**Run 1: the metal 1 layer**

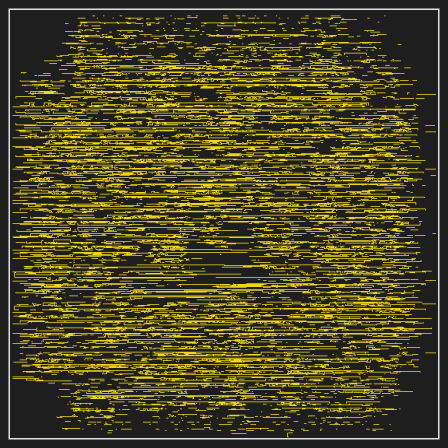
**Run 1: sequential cells coloured by netlist name**

Other sequential cells in the stronger grey, the rest of the logic in the fainter grey.
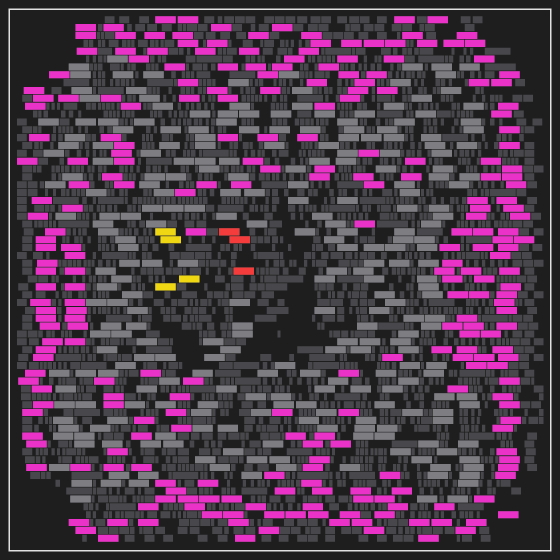
**Run 1: clock wires, drivers and flops**

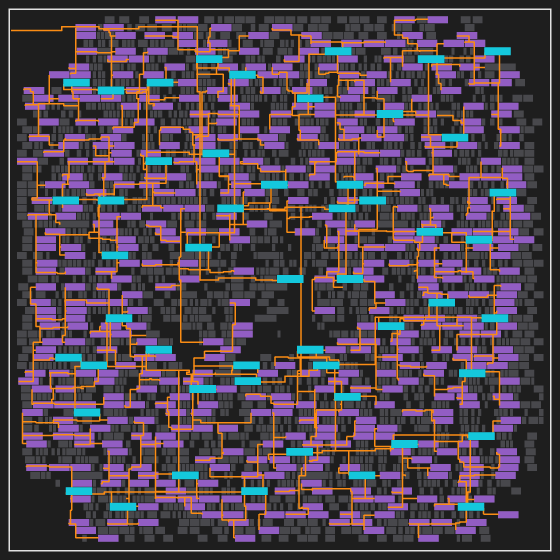
**Run 1: port wiring**

The bar under the picture is 50 µm long.
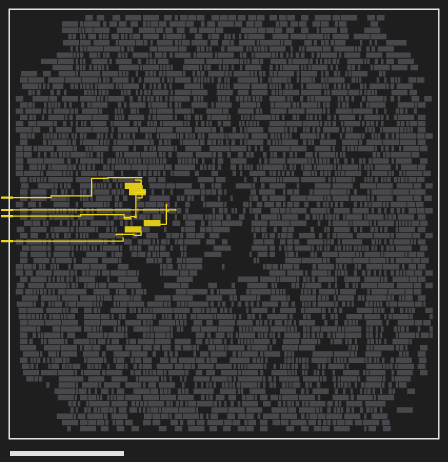
[src/rtl/pea_pkg.sv]
// Shared types for the PE array configuration path.
// Holds the PE config word layout, array sizing constants and loader states.
package pea_pkg;

    localparam int PEA_M         = 4;
    localparam int PEA_N         = 4;
    localparam int PE_CFG_BITS   = 16;
    localparam int CFG_BUS_W     = 2 * PE_CFG_BITS;
    localparam int N_PE          = PEA_M * PEA_N;
    localparam int N_CFG_WORDS   = N_PE / 2;
    localparam int LOG_N_PE      = $clog2(N_PE);

    // FU opcode set; codes from 4'd13 upward are illegal.
    typedef enum logic [3:0] {
        FU_ADD = 4'd0,
        FU_SUB = 4'd1,
        FU_MUL = 4'd2,
        FU_AND = 4'd3,
        FU_OR  = 4'd4,
        FU_XOR = 4'd5,
        FU_SHL = 4'd6,
        FU_SHR = 4'd7,
        FU_SRA = 4'd8,
        FU_MIN = 4'd9,
        FU_MAX = 4'd10,
        FU_EQ  = 4'd11,
        FU_LT  = 4'd12
    } fu_instr_t;

    // Select 3'd7 has no source behind it.
    typedef enum logic [2:0] {
        SEL_STREAM_IN0 = 3'd0,
        SEL_STREAM_IN1 = 3'd1,
        SEL_NORTH      = 3'd2,
        SEL_SOUTH      = 3'd3,
        SEL_EAST       = 3'd4,
        SEL_WEST       = 3'd5,
        SEL_CONST      = 3'd6
    } pe_mux_sel_t;

    typedef struct packed {
        logic [4:0]  reserved;
        logic        out_reg_en;
        pe_mux_sel_t sel_b;
        pe_mux_sel_t sel_a;
        fu_instr_t   op;
    } pe_cfg_t;

    localparam logic [3:0] OP_FIRST_ILLEGAL = 4'b1101;
    localparam logic [2:0] SEL_ILLEGAL      = 3'b111;

    typedef enum logic [1:0] {
        LDR_IDLE  = 2'd0,
        LDR_LOAD  = 2'd1,
        LDR_READY = 2'd2
    } ldr_state_t;

endpackage

[src/rtl/pe_cfg_check.sv]
// Combinational legality check of one PE configuration word.
// Ports: i_cfg (PE word), o_illegal (unsupported opcode or input select).
module pe_cfg_check
    import pea_pkg::*;
(
    input  pe_cfg_t i_cfg,
    output logic    o_illegal
);

    logic [3:0] w_op;
    logic [2:0] w_sel_a;
    logic [2:0] w_sel_b;
    logic [5:0] w_unused_bits;

    assign w_op    = i_cfg.op;
    assign w_sel_a = i_cfg.sel_a;
    assign w_sel_b = i_cfg.sel_b;

    // Reserved bits and the output register enable never make a word illegal.
    assign w_unused_bits = {i_cfg.reserved, i_cfg.out_reg_en};

    assign o_illegal = (w_op >= OP_FIRST_ILLEGAL)
                     | (w_sel_a == SEL_ILLEGAL)
                     | (w_sel_b == SEL_ILLEGAL);

endmodule

[src/rtl/pea_cfg_loader.sv]
// Streams per-PE config words into a shadow bank and commits them to the
// active bank in one cycle, flagging the first illegal PE word of a load.
// Ports: clk_i/rst_i, start_i, cfg_valid_i/cfg_data_i/cfg_ready_o,
// loaded_o, commit_i/commit_ack_o, err_o/err_pe_idx_o, pe_cfg_o (active bank).
module pea_cfg_loader
    import pea_pkg::*;
#(
    parameter int M             = 4,
    parameter int N             = 4,
    parameter int N_CFG_BITS_PE = 16,
    parameter int BUS_W         = 32
) (
    input  logic                            clk_i,
    input  logic                            rst_i,
    input  logic                            start_i,
    input  logic                            cfg_valid_i,
    input  logic [BUS_W-1:0]                cfg_data_i,
    output logic                            cfg_ready_o,
    output logic                            loaded_o,
    input  logic                            commit_i,
    output logic                            commit_ack_o,
    output logic                            err_o,
    output logic [$clog2(M*N)-1:0]          err_pe_idx_o,
    output logic [M*N*N_CFG_BITS_PE-1:0]    pe_cfg_o
);

    localparam int L_N_PE  = M * N;
    localparam int L_WORDS = L_N_PE / 2;
    localparam int IDX_W   = $clog2(L_N_PE);
    localparam int PTR_W   = (L_WORDS > 1) ? $clog2(L_WORDS) : 1;
    localparam int CFG_W   = L_N_PE * N_CFG_BITS_PE;

    ldr_state_t        r_state;
    logic [PTR_W-1:0]  r_ptr;
    logic [CFG_W-1:0]  r_shadow;
    logic [CFG_W-1:0]  r_active;
    logic              r_cfg_ready;
    logic              r_loaded;
    logic              r_ack;
    logic              r_err;
    logic [IDX_W-1:0]  r_err_idx;

    pe_cfg_t           w_cfg_lo;
    pe_cfg_t           w_cfg_hi;
    logic              w_ill_lo;
    logic              w_ill_hi;
    logic              w_last;
    logic [IDX_W-1:0]  w_idx_even;
    logic [IDX_W-1:0]  w_idx_odd;

    assign w_cfg_lo = pe_cfg_t'(cfg_data_i[N_CFG_BITS_PE-1:0]);
    assign w_cfg_hi = pe_cfg_t'(cfg_data_i[BUS_W-1:N_CFG_BITS_PE]);

    pe_cfg_check u_chk_lo (
        .i_cfg     (w_cfg_lo),
        .o_illegal (w_ill_lo)
    );

    pe_cfg_check u_chk_hi (
        .i_cfg     (w_cfg_hi),
        .o_illegal (w_ill_hi)
    );

    assign w_last     = (r_ptr == PTR_W'(L_WORDS - 1));
    assign w_idx_even = IDX_W'({r_ptr, 1'b0});
    assign w_idx_odd  = IDX_W'({r_ptr, 1'b1});

    always_ff @(posedge clk_i) begin
        if (rst_i) begin
            r_state     <= LDR_IDLE;
            r_ptr       <= '0;
            r_shadow    <= '0;
            r_active    <= '0;
            r_cfg_ready <= 1'b0;
            r_loaded    <= 1'b0;
            r_ack       <= 1'b0;
            r_err       <= 1'b0;
            r_err_idx   <= '0;
        end else begin
            r_ack <= 1'b0;
            unique case (r_state)
                LDR_IDLE: begin
                    if (start_i) begin
                        r_state     <= LDR_LOAD;
                        r_ptr       <= '0;
                        r_err       <= 1'b0;
                        r_err_idx   <= '0;
                        r_cfg_ready <= 1'b1;
                    end
                end
                LDR_LOAD: begin
                    // A restart drops any word offered in the same cycle.
                    if (start_i) begin
                        r_ptr     <= '0;
                        r_err     <= 1'b0;
                        r_err_idx <= '0;
                    end else if (cfg_valid_i) begin
                        r_shadow[r_ptr*BUS_W +: BUS_W] <= cfg_data_i;
                        r_ptr <= r_ptr + PTR_W'(1);
                        // Only the first offender of a load is recorded;
                        // the even half wins when both are bad.
                        if (!r_err && (w_ill_lo || w_ill_hi)) begin
                            r_err     <= 1'b1;
                            r_err_idx <= w_ill_lo ? w_idx_even : w_idx_odd;
                        end
                        if (w_last) begin
                            r_state     <= LDR_READY;
                            r_cfg_ready <= 1'b0;
                            r_loaded    <= 1'b1;
                        end
                    end
                end
                LDR_READY: begin
                    if (start_i) begin
                        r_state     <= LDR_LOAD;
                        r_ptr       <= '0;
                        r_err       <= 1'b0;
                        r_err_idx   <= '0;
                        r_cfg_ready <= 1'b1;
                        r_loaded    <= 1'b0;
                    end else if (commit_i) begin
                        // A faulty load is discarded; err stays visible.
                        if (!r_err) begin
                            r_active <= r_shadow;
                            r_ack    <= 1'b1;
                        end
                        r_state  <= LDR_IDLE;
                        r_loaded <= 1'b0;
                    end
                end
                default: begin
                    r_state     <= LDR_IDLE;
                    r_cfg_ready <= 1'b0;
                    r_loaded    <= 1'b0;
                end
            endcase
        end
    end

    assign cfg_ready_o  = r_cfg_ready;
    assign loaded_o     = r_loaded;
    assign commit_ack_o = r_ack;
    assign err_o        = r_err;
    assign err_pe_idx_o = r_err_idx;
    assign pe_cfg_o     = r_active;

endmodule

[config.mk]
export PLATFORM = sky130hd
export DESIGN_NAME = pea_cfg_loader
export DESIGN_NICKNAME = d
export VERILOG_FILES = /design/src/rtl/pea_pkg.sv /design/src/rtl/pe_cfg_check.sv /design/src/rtl/pea_cfg_loader.sv
export SDC_FILE = /design/constraint.sdc
export NUM_CORES = 1
export LEC_CHECK = 0
export CORE_MARGIN = 2
export CORE_UTILIZATION = 57
export CTS_CLUSTER_SIZE = 40
export DETAILED_ROUTE_END_ITERATION = 8
export GPL_TIMING_DRIVEN = 0
export PLACE_DENSITY_LB_ADDON = 0.25
export SETUP_SLACK_MARGIN = 0.2
export SYNTH_ARGS = -nofsm -noshare
export SYNTH_HDL_FRONTEND = slang
export SYNTH_SLANG_ARGS = --single-unit
[constraint.sdc]
create_clock -name clk_i -period 5.8 [get_ports clk_i]
set_input_delay 1.16 -clock clk_i [delete_from_list [all_inputs] [get_ports clk_i]]
set_output_delay 1.16 -clock clk_i [all_outputs]
set_load 0.01 [all_outputs]
==> run summary, run 1 <==
Synthesis and place-and-route results.

- The worst-case headroom to the max-slew limit is 0.0783.
- The clock H-tree reported by CTS has 2 levels.
- Along the worst path, the maximum fanout reaches 10.
- The worst voltage drop across the vdd grid is 0.238 mV.
- The shortest clock period the worst path allows after layout is 3500 ps.
- For this run, the total global-route usage over all layers was measured as 0.336.
- The leading cell category by total area is registers.
- After layout, the buffer instance count without clock buffers stands at 484.
- Averaged over all synthesized cells, the footprint is 8.16 µm².
- The number of enable flip-flop cells is 0.
- Post-synth the commonest register cell is sky130_fd_sc_hd__dfxtp_1.
- The final antenna diode count is 2.
- The nature of the critical path endpoint is a flip-flop.
- The chip area in the Yosys report is 19100 µm².
- Warnings raised by the tools during the run amount to 27.
- The net count after synthesis is 2381.
- Measured on the final layout, buffering overhead outside the clock network stands at 0.155.
- The path class of the tightest hold or removal check is flip-flop to flip-flop.
- For this run, global-route usage on met3 was measured as 0.0790.
- After layout, the inverter instance count without clock inverters stands at 5.
- The arrival time of data at the worst endpoint is listed as 3980 ps.
- The count of nets left with antenna violations once routing finished came out at 0.
- The flow reported a cell area power density of 302 nW/µm².
- The filler-free cell count of the finished design is 3153.
- The synthesis-to-layout area growth is 26.3%.
- The capture point of the critical path was reported as pe_cfg_o[48]$_SDFFE_PP0P_.
- The worst register-to-register path has a depth of 8.
- The count of endpoints failing setup in the final report is 0.
- On the critical path the largest part of the delay comes from buffers and inverters.
- The timing report shows the most common cell along the critical path to be sky130_fd_sc_hd__clkbuf_1.
- The fraction of area in clock buffers and inverters is 0.0720.
- The synthesized design spends more area on one cell type than any other, namely sky130_fd_sc_hd__dfxtp_1.
- The count of final hold-check violations is 0.
- Across all hold checks on the routed design, the worst slack comes to 448 ps.
- In the hold timing report, the worst path depth is 2.
- Of the total standard cell area in the layout, the multi-input combinational portion is 0.313.
- Of the available clock period, the critical path in the final layout requires 0.604.
- The pin count of the biggest net entering global routing is 15.
- In this run, post-CTS hold repair placed 0 buffers.
- The met2 usage is 0.531.
- The sequential cell count is 525.
- The most instantiated library cell after synthesis is sky130_fd_sc_hd__nand2_1.
- The most utilized layer in the global route result is met2.
- The chip occupies 35000 µm².
- By instance count after routing, the leading logic cell types are 856 x sky130_fd_sc_hd__nand2_1, 525 x sky130_fd_sc_hd__dfxtp_1, 458 x sky130_fd_sc_hd__a21oi_1.
- The peak clock frequency supported by timing is 286 MHz.
- The number of DRC violations after detailed-routing iteration 0 is 1574.
- The number of global-route vias before repair is 16800.
- The height of the die is 187 µm.
- The met2 wirelength from detailed routing is 27000 µm.
- The net count of the finished layout is 2705.
- In this run the worst setup path begins at start_i.
- The number of different library cells used by synthesis comes to 42.
- The most instantiated logic cell after routing is sky130_fd_sc_hd__nand2_1.
- The wire length of the first global-routing pass is 91700 µm.
- The tally of clock buffers in the finished layout is 77.
- The master of the slowest instance on the critical path is sky130_fd_sc_hd__nor4_2.
- During synthesis, Yosys emitted a total of 0 warnings.
- Using the TritonRoute via totals, the vias-per-cell ratio works out to 5.65.
- The number of cells in the design after placement is 3059.
- The post-cts resize count is 0.
- The synth_stat.txt file lists the number of cells as 2340.
- The initial core utilization is 0.574.
- The nature of the critical path startpoint is an input pin.
- The worst hold path begins at r_shadow[84]$_SDFFE_PP0P_.
- According to the timing report, the data required time at the worst endpoint equals 6270 ps.
- The average wire length per cell after detail routing is 19.3 µm.
- Counting flops with an async set or reset pin after synthesis yields a share of 0.
- The fraction of cell area in sequential cells is reported as 0.436.
- The length of the first detailed-routing pass in iterations is 6.
- Yosys attributes the largest share of cell area to sky130_fd_sc_hd__dfxtp_1 55%, sky130_fd_sc_hd__nand2_1 17%, sky130_fd_sc_hd__a21oi_1 12%.
- Summing all placed instances gives a cell area of 22400 µm².
- At the later pin of the worst-skew pair, clock insertion delay measures 560 ps.
- The number of placement rows is 67.
- After detailed routing, no signal wire sits above met5.
- The delay contributed by the slowest stage of the critical path is 840 ps.
- The sequential cells in the finished layout cover a total of 10500 µm².
- For this block, wires on met1 add up to 24300 µm.
- Per the OpenROAD floorplan log, the width of the die is 187 µm.
- Per the gpl log, the routability congestion estimate is 0.888.
- Per the placement log, port buffering inserted 271 buffers.
- The CTS sink count is 525.
- Per the post-place timing report, worst setup slack is 1420 ps.
- The total CTS buffers is 51.
- The total number of tap cells is 448.
- After global routing the overflow that remains totals 0.
- The max-slew violation count is 0.
- The leakage dissipation is 7.90 nW.
- The run finished with clean final reports.
- The clock passes through at most 3 buffers.
- The endpoint of the most critical register-to-register path is r_shadow[52]$_SDFFE_PP0P_.
- Once detailed placement completed, the half-perimeter wirelength came to 41400 µm.
- The critical path is of the input pin to flip-flop type.
- Setup repair after global routing left no endpoint under its margin.
- The top-area cell type share of the netlist area is 0.551.
- The post-synthesis register bit count is 525.
- The combinational gate area is 7550 µm².
- Looking at the worst setup and hold paths, the clock pins of their registers show a slew of 60 ps.
- Per the final layout report, the fraction of cells sized above drive strength 1 comes to 0.0792.
- Sorting the synthesized cells by how often they occur yields 856 x sky130_fd_sc_hd__nand2_1, 525 x sky130_fd_sc_hd__dfxtp_1, 458 x sky130_fd_sc_hd__a21oi_1.
- Setup slack on the critical path of the routed design comes to 2300 ps.
- After detailed routing, the met3 layer carries 6250 µm of wire.
- The register-to-register setup slack is 2920 ps.
- The buffers plus inverters on the worst setup path is 4.
- The sum of negative setup slack is 0 ps.
- The area of the mapped netlist is 19100 µm².
- The finished cells cover 24100 µm².
- The launch point of the worst register-to-register path is recorded as r_ptr[1]$_SDFFE_PP0P_.
- In this run the number of cells on the critical path is 7.
- The cell chosen for the clock root is sky130_fd_sc_hd__clkbuf_16.
Back to the opening pictures, 'the metal 1 layer':
nets with wire on the layer: 2496
share of all routed wire: 40%
WL final: 60900 µm
GR Util met1: 0.432
detailed-route via count: 17800

Back to the opening pictures, 'sequential cells coloured by netlist name':
[pe_cfg_o] magenta | placed flops: 256 | where: all over the die
[r_ptr] red | placed flops: 3
[err_pe_idx_o] yellow | placed flops: 4

Back to the opening pictures, 'clock wires, drivers and flops':
[flip-flops] purple | count: 525
[clock wires] orange | length: 5450 µm
[clock-net drivers] cyan | count: 51
routed clock nets: 52
flops lie: all over the die

Back to the opening pictures, 'port wiring':
[err_pe_idx_o] yellow | bits: 4 | direction: output | edge: west | end cells: 4 | buffers: 4 | wire: 305 µm

==> run 1: cell families after synthesis <==
logic type	count (synthesis)	share of synthesized area
adder cells (fa/ha/maj)	4	0.00262
buffers and inverters	218	0.0541
multiplexers	38	0.0200
AND/OR/NAND/NOR	1058	0.234
AND-OR/OR-AND	497	0.138
flip-flops	525	0.551
==> run 1: power breakdown <==
| group | internal [mW] | switching (mW) |
|---|---|---|
| registers | 3.61 | 0.00520 |
| clock network | 2.04 | 1.37 |
| logic | 0.0457 | 0.196 |
| total | 5.70 | 1.57 |
==> run 1: sequential cells by signal, indices dropped and copies added (netlist names) <==
name / flops
commit_ack_o: 1
r_state: 2
cfg_ready_o: 1
r_shadow: 256
loaded_o: 1
err_pe_idx_o: 4
err_o: 1
pe_cfg_o: 256
r_ptr: 3
==> run 2: changes to the inputs <==
- CORE_UTILIZATION: 57 -> 48
- clock period: 5.8 -> 3 ns (I/O delays scaled with it)
**Run 2: clock wires, drivers and flops**

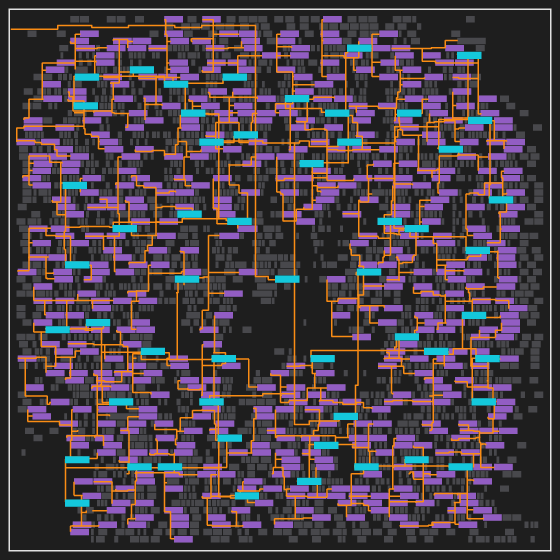
[clock-net drivers] cyan | count: 53
[flip-flops] purple | count: 525
[clock wires] orange | length: 5710 µm
routed clock nets: 54

==> run 2 against run 1 <==
  * Clock-buffer cell count grew 2
  * First-iteration DRC count shrank 5.5%
  * Via count shrank 2.7%
  * Non-clock buffer count grew 4
  * Highest routed layer unchanged
==> run summary, run 2 <==
Synthesis and place-and-route results.

- The run finished with clean final reports.
- The weighted congestion reported at the end of routability-driven placement is 0.882 (-0.64%).
- The number of nets at the end of the flow is 2711 (+0.22%).
- The max-slew violation count is 0 (unchanged).
- The delay contributed by the slowest stage of the critical path is 540 ps (-300 ps).
- The clock input transition at the sequential cells of the worst setup and hold paths came to 70 ps (about the same).
- The flip-flop and latch power came to 7.00 mW (+93%).
- The total CTS buffers came to 53 (+3.9%).
- The dominant cell type by count on the critical path is sky130_fd_sc_hd__buf_2.
- The number of cells in the design after placement came to 3136 (+2.5%).
- The power attributed to the clock group came to 6.41 mW (+88%).
- Setup repair after global routing could not meet its margin everywhere.
- The register share of total power came to 0.504 (+0.006).
- The multiplexer share of the synthesized area came to 0.0200 (unchanged).
- The cell chosen for the clock root is sky130_fd_sc_hd__clkbuf_16.
- Of the available clock period, the critical path in the final layout requires 0.898.
- The worst hold path belongs to the class input pin to flip-flop.
- The worst-path maximum fanout is 10 (unchanged).
- The vias per cell is 5.37 (-5.1%).
- The pin count of the biggest net entering global routing was 14 (-1).
- The post-synthesis share of cell area spent on and, or, nand and nor gates is 0.234 (unchanged).
- The area fraction in xor and xnor cells came to 0 (unchanged).
- The clock share of power is 0.462 (-0.007).
- The area of the chip was 41400 µm² (+18%).
- The endpoint of the most critical register-to-register path is r_shadow[88]$_SDFFE_PP0P_.
- The total tool warning count is 28 (+3.7%).
- The mean instance size in the synthesized netlist is 8.16 µm² (unchanged).
- Ranking logic cells in the layout by count gives the top entries 856 x sky130_fd_sc_hd__nand2_1, 523 x sky130_fd_sc_hd__dfxtp_1, 458 x sky130_fd_sc_hd__a21oi_1.
- The final antenna-violating net count came to 0 (unchanged).
- The chip area in the Yosys report is 19100 µm² (unchanged).
- The count of endpoints failing setup in the final report is 0 (unchanged).
- Per the STA report, the cell with the highest stage delay on the worst path is sky130_fd_sc_hd__or4_1.
- The total nets after synthesis is 2381 (unchanged).
- The logic gate share of total power was 0.034 (about the same).
- The leakage dissipation is 7.92 nW (+0.19%).
- The leading power group is sequential cells.
- The wire length of the first global-routing pass is 93900 µm (+2.5%).
- The area of the mapped netlist is 19100 µm² (unchanged).
- The startpoint of the most critical register-to-register path is r_ptr[0]$_SDFFE_PP0P_.
- The logic depth of the worst register-to-register path is 11 (+3).
- The H-tree depth is 2 (unchanged).
- The number of placement rows is 73 (+9.0%).
- Sorting the synthesis cell report by count puts at the top sky130_fd_sc_hd__nand2_1.
- The worst voltage drop across the vdd grid is 0.393 mV (+65%).
- The post-synthesis register bit count is 525 (unchanged).
- The yosys stat cell total is 2340 (unchanged).
- The CTS sink count was 525 (unchanged).
- The number of buffer cells added on primary ports is 271 (unchanged).
- Sorting the synthesized cells by area gives the leading types as sky130_fd_sc_hd__dfxtp_1 55%, sky130_fd_sc_hd__nand2_1 17%, sky130_fd_sc_hd__a21oi_1 12%.
- The sum of negative setup slack is 0 ps (unchanged).
- Leaving out fill and tap cells, the most frequent cell in the layout is sky130_fd_sc_hd__nand2_1.
- The average wire length per cell after detail routing is 19.5 µm (+1.0%).
- The final setup slack of the worst path is 307 ps (-1990 ps).
- The critical path's top delay family is buffers and inverters.
- The finished layout cell area is 24200 µm² (+0.37%).
- The die span in x was 203 µm (+8.8%).
- The commonest cells after synthesis are 856 x sky130_fd_sc_hd__nand2_1, 525 x sky130_fd_sc_hd__dfxtp_1, 458 x sky130_fd_sc_hd__a21oi_1.
- The register-to-register setup slack came to 310 ps (-2610 ps).
- The area after detailed placement is 22500 µm² (+0.43%).
- The cell-internal power was 10.8 mW (+90%).
- The endpoint required time on the critical path came to 3430 ps (-2840 ps).
- The buffers plus inverters on the worst setup path is 5 (+1).
- The share of synthesized cell area in and-or and or-and compound cells is 0.138 (unchanged).
- The number of global-route vias before repair is 16400 (-2.2%).
- The termination of the worst setup path is r_shadow[88]$_SDFFE_PP0P_.
- The total congestion overflow is 0 (unchanged).
- The maximum buffer depth of the clock tree is 3 (unchanged).
- The clock network latency to the later pin of the worst-skew pair is 570 ps (about the same).
- The nature of the critical path endpoint is a flip-flop.
- OpenSTA lists the critical path startpoint as r_ptr[0]$_SDFFE_PP0P_.
- The worst-case headroom to the max-slew limit came to 0.139 (+0.0602).
- The switching power summed over all nets is 3.06 mW (+95%).
- The adder-cell share of the synthesized area was 0.00262 (unchanged).
- The predominant post-synthesis flop cell is sky130_fd_sc_hd__dfxtp_1.
- The category of the critical setup timing path is flip-flop to flip-flop.
- The initial core utilization was 0.484 (-0.0898).
- The startpoint of the lowest-slack hold path is cfg_data_i[16].
- The number of DRC violations after detailed-routing iteration 0 came to 1488 (-5.5%).
- The fraction of layout cells with a size suffix above 1 is 0.0824 (+0.00327).
- The height of the die is 203 µm (+8.8%).
**Run 2: the metal 1 layer**

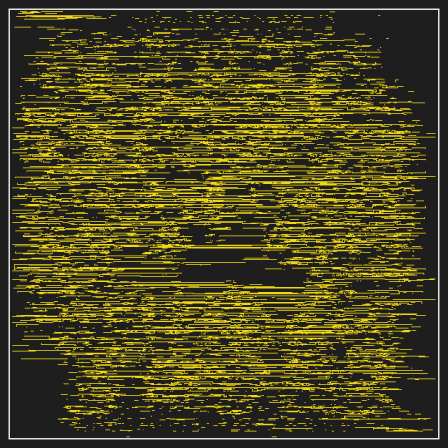
share of all routed wire: 42%
longest straight run: 82.8 µm
WL final: 63100 µm
detailed-route via count: 17300
GR Util met1: 0.389

==> run 2: final cells by class <==
class	count	area [µm²]
Inverter	5	18.8
Clock buffer	79	1560
Multi-Input combinational cell	1597	7560
Antenna cell	2	5.00
Buffer	213	1020
Fill cell	3566	15300
Tap cell	525	657
Sequential cell	525	10500
Timing Repair Buffer	275	2740
Clock inverter	11	118
==> run 2: layer usage <==
metal	global-route usage	vias to the layer above	wire, µm
met4	0.122	2	2490
met1	0.389	8233	26400
li1	-	8306	-
met3	0.0690	143	5300
met5	0	-	15
met2	0.480	656	28900
==> run 2: cell families (layout without fill, tap and decap cells) <==
group,after synthesis,count (layout)
flip-flops,525,525
adder cells (fa/ha/maj),4,4
AND-OR/OR-AND,497,497
buffers and inverters,218,583
other,0,2
multiplexers,38,38
AND/OR/NAND/NOR,1058,1058
==> run 3: changes to the inputs <==
- ABC_AREA: unset -> 1
**Run 3: sequential cells coloured by netlist name**

Other sequential cells in the stronger grey, the rest of the logic in the fainter grey.
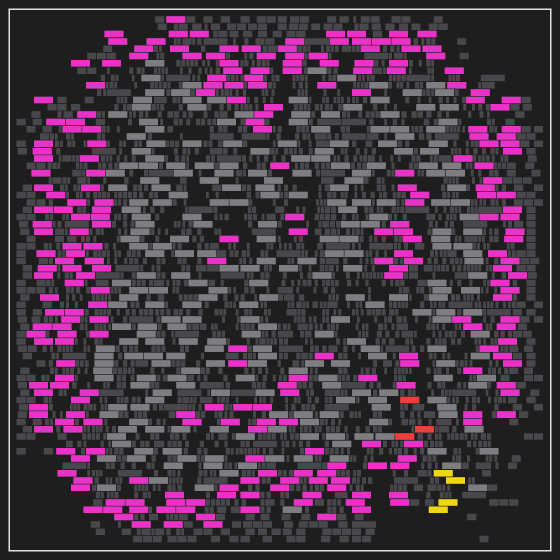
share of the core filled with cells: 0.621
seq pwr: 7.00 mW

==> run 3 against run 2 <==
  * Hold slack improved by 17 ps
  * Clock power fell by 2%
  * Final cell count shrank 0.22%
  * Design area down 1.5%
  * Fmax down 0.15%
  * Sequential share of layout area up 0.65 points
  * Largest cell class unchanged
==> run summary, run 3 <==
Synthesis and place-and-route results.

- The flow ran to the end, and the final reports show no timing, DRC or antenna violations.
- Yosys reported that registers with async set or reset make up 0.
- The multi-input logic portion of the cell area is 0.291 (-0.0215).
- The finished layout cell area is 23800 µm² (-1.5%).
- The worst-path maximum fanout is 10 (unchanged).
- The weighted congestion reported at the end of routability-driven placement is 0.977 (+11%).
- The logic gate share of total power is 0.045 (+0.011).
- The endpoint required time on the critical path was 3450 ps (+20 ps).
- The number of nets at the end of the flow came to 2709 (-0.074%).
- Setup repair after global routing could not meet its margin everywhere.
- The area of the mapped netlist is 18600 µm² (-2.7%).
- The ratio of total power to cell area is 583 nW/µm².
- The total congestion overflow is 0 (unchanged).
- The root buffer cell chosen for the clock tree is sky130_fd_sc_hd__clkbuf_16.
- The routed layout reports a DRC error count of 0.
- The number of cells in the design after placement is 3133 (-0.096%).
- The pin count of the biggest net entering global routing is 14 (unchanged).
- The multiplexer share of the synthesized area came to 0 (-0.0200).
- The sum of negative setup slack was 0 ps (unchanged).
- The CTS sink count is 525 (unchanged).
- The biggest slice of the total power is consumed by sequential cells.
- The power attributed to the clock group is 6.26 mW (-2%).
- The vias per cell is 5.55 (+3.4%).
- The clock input transition at the sequential cells of the worst setup and hold paths is 60 ps (about the same).
- The area taken by flip-flops and latches came to 10500 µm² (about the same).
- The global routing stage identified its most utilized layer as met2.
- The final setup slack of the worst path is 303 ps (-4.02 ps).
- Of the total power, the share spent switching nets is 0.233.
- The total number of tap cells is 518 (-1.3%).
- In the layout the commonest cells are 623 x sky130_fd_sc_hd__nor2_1, 525 x sky130_fd_sc_hd__dfxtp_1, 386 x sky130_fd_sc_hd__o21ai_0.
- The number of fill cells is 3382 (-5.2%).
- The post-synthesis register bit count is 525 (unchanged).
- The total tool warning count is 28 (unchanged).
- The number of setup buffers added after CTS is 0.
- The clock network latency to the later pin of the worst-skew pair is 590 ps (+20 ps).
- The number of antenna violations at the first check in global routing is 1.
- Synthesis produced 2317 cells.
- The final clock skew is 16.0 ps.
- The launching instance or port of the critical path is r_ptr[0]$_SDFFE_PP0P_.
- The endpoint of the most critical register-to-register path is r_shadow[128]$_SDFFE_PP0P_.
- The final wirelength was 67300 µm (+6.6%).
- The fraction of area in clock buffers and inverters is 0.0680 (-0.00146).
- The register-to-register setup slack is 300 ps (about the same).
- The adder-cell share of the synthesized area came to 0.00269 (+0.0000724).
- The sequential cell count is 525 (unchanged).
- The share of synthesized area in the top cell type comes to 0.566.
- The worst voltage drop across the vdd grid came to 0.517 mV (+32%).
- The depth of the worst hold-timing path is 2.
- The buffers plus inverters on the worst setup path came to 5 (unchanged).
- The layout multi-input combinational cell count is 1523 (-4.6%).
- The most instantiated logic cell after routing is sky130_fd_sc_hd__nor2_1.
- The critical path's top delay family is buffers and inverters.
- The post-synthesis share of cell area spent on and, or, nand and nor gates is 0.177 (-0.0577).
- The portion of the layout cell area used by non-clock buffers is 0.158 (+0.00237).
- The most instantiated library cell after synthesis is sky130_fd_sc_hd__nor2_1.
- The combinational gate area was 6930 µm² (-8.3%).
- The met2 wirelength from detailed routing is 29400 µm (+1.5%).
- The total CTS buffers is 51 (-3.8%).
- The number of placement rows came to 72 (-1.4%).
- The peak clock frequency supported by timing is 371 MHz.
- The worst-case headroom to the max-slew limit came to 0.330 (+0.192).
- The leading cell category by total area is registers.
- The highest metal layer with signal wires is met5.
- The slowest stage of the critical path is the sky130_fd_sc_hd__nor3_4 cell.
- For this run, the detailed router's first-pass iteration total came to 6.
- The tally of clock buffers in the finished layout is 80 (+1.3%).
- The area fraction in xor and xnor cells is 0 (unchanged).
- The nature of the critical path startpoint is a flip-flop.
- The chip area in the Yosys report is 18600 µm² (-2.7%).
- The share of synthesized cell area in and-or and or-and compound cells was 0.194 (+0.0554).
- The H-tree depth is 2 (unchanged).
- The switching power summed over all nets is 3.23 mW (+5.5%).
- The delay contributed by the slowest stage of the critical path is 530 ps (about the same).
- The total via count in the routed design is 17900 (+3.2%).
- The number of global-route vias before repair came to 17000 (+3.7%).
- The class of the worst hold path is flip-flop to flip-flop.
- The worst-case hold path end point is loaded_o$_SDFFE_PP0P_.
- The area after detailed placement was 22200 µm² (-1.1%).
- The max-slew violation count is 0 (unchanged).
- Before CTS, the worst setup slack after placement is 16.2 ps.
- The layout buffer count excluding clock buffers is 472 (-3.3%).
- The height of the die is 201 µm (-1.3%).
- The met2 usage is 0.512 (+0.0320).
- The setup path with the least slack is of type flip-flop to flip-flop.
- The logic depth of the worst register-to-register path is 9 (-2).
- The number of DRC violations after detailed-routing iteration 0 is 1836 (+23%).
- By count the netlist is led by 623 x sky130_fd_sc_hd__nor2_1, 525 x sky130_fd_sc_hd__dfxtp_1, 386 x sky130_fd_sc_hd__o21ai_0.
- The register share of total power was 0.504 (about the same).
- The die span in x is 201 µm (-1.3%).
- Yosys attributes the largest share of cell area to sky130_fd_sc_hd__dfxtp_1 57%, sky130_fd_sc_hd__nor2_1 13%, sky130_fd_sc_hd__o21ai_0 10%.
- The total nets after synthesis was 2358 (-0.97%).
- The post-route met1 wirelength came to 28300 µm (+7.2%).
- The termination of the worst setup path is r_shadow[128]$_SDFFE_PP0P_.
- The dominant cell type by count on the critical path is sky130_fd_sc_hd__buf_2.
- The share of the Yosys chip area taken by registers is 0.566.
- The area of the chip came to 40300 µm² (-2.6%).
- The worst setup path is captured at a flip-flop.
- The startpoint identified for the worst hold timing path is loaded_o$_SDFFE_PP0P_.
- The flop share of the area is 0.441 (+0.00651).
- The maximum buffer depth of the clock tree is 3 (unchanged).
- The count of inverters other than clock inverters in the layout is 95 (+90).
- The startpoint of the most critical register-to-register path is r_ptr[0]$_SDFFE_PP0P_.
- Summed over all nets, the half-perimeter wirelength after detailed placement is 48800 µm.
- The met3 usage was 0.0722 (+0.00321).
- The leakage dissipation is 10.2 nW (+29%).
- The portion of the clock cycle consumed by the worst path in the final layout is 0.899 (+0.00134).
- The clock share of power is 0.451 (-0.011).
- The post-cts resize count is 0.
- The met3 routed wirelength is 6800 µm (+28%).
- The final antenna-violating net count came to 0 (unchanged).
- The final antenna diode count is 1 (-1).
- The wire length of the first global-routing pass is 100000 µm (+7.0%).
- The yosys stat cell total was 2317 (-0.98%).
- The number of violations of the max-capacitance limit is 0.
- The average wire length per cell after detail routing is 20.9 µm (+6.8%).
- The cell-internal power came to 10.7 mW (-1.6%).
- The count of endpoints failing setup in the final report is 0 (unchanged).
- The initial core utilization is 0.484 (about the same).
- The predominant post-synthesis flop cell is sky130_fd_sc_hd__dfxtp_1.
- The fraction of layout cells with a size suffix above 1 came to 0.0610 (-0.0215).
- The mean instance size in the synthesized netlist was 8.02 µm² (-1.7%).
- The global routing met1 resource utilization is 0.434 (+0.0448).
**Run 3: port wiring**

The bar under the picture is 50 µm long.
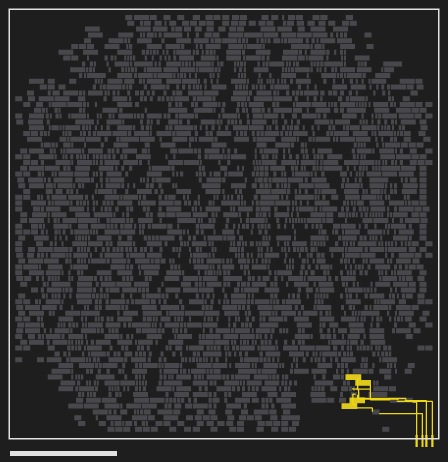
[err_pe_idx_o] yellow | bits: 4 | direction: output | edge: south | end cells: 4 | buffers: 4 | wire: 208 µm
number of top-level pins: 301
Port-buffer cells: 298

-- run 3: cell count changes in the layout (fill, tap and decap cells not counted), sizes merged, moves of 27 or more --
cell           before  now
a21oi             458  234
buf               100   62
clkdlybuf4s50     271  298
inv                 7   96
mux2i              37    0
nand2             856   95
nand3              75   34
nand3b             34    0
nor2               42  629
nor3                2   37
o21ai              14  449
-- run 3: worst min-delay path, stage by stage, from the launching register on --
cell                      delay (ps)
sky130_fd_sc_hd__dfxtp_1         310
sky130_fd_sc_hd__nand2_1          60
sky130_fd_sc_hd__a21oi_1          50
-- run 3: cells by family after synthesis --
family,after synthesis
and+or+nand+nor,813
AOI/OAI and AO/OA,706
DFF,525
buffers and inverters,269
adders and majority gates,4

==> screenshots <==
Routing congestion map.
image #1
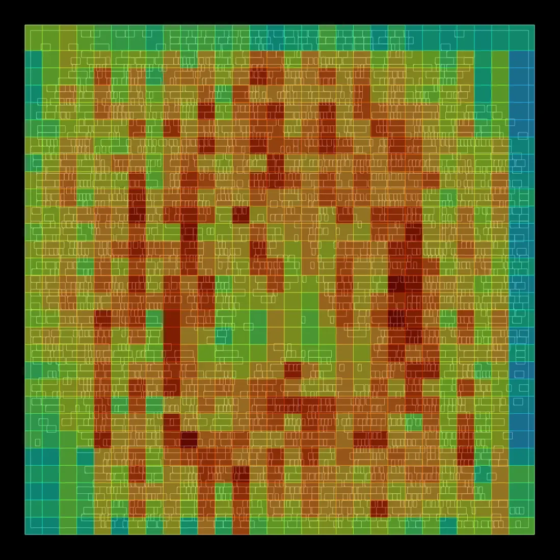
image #2
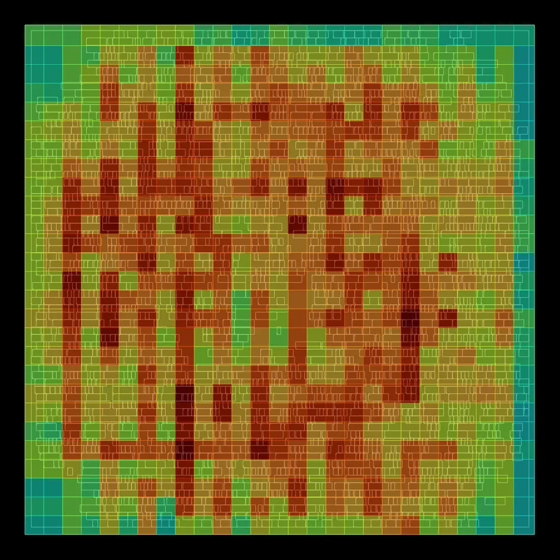
image #3
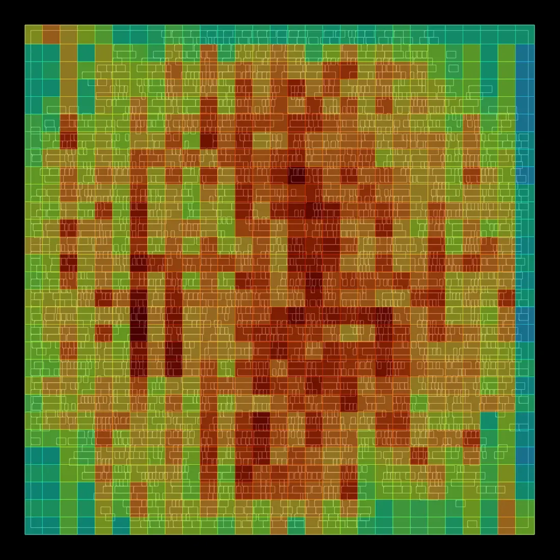
Of these, highest utilization: image #2
| from | picture |
|---|---|
| run 3 | image #3 |
| run 2 | image #1 |
| run 1 | image #2 |

Power figures rest on the tool's default switching activity, not on a simulated workload.
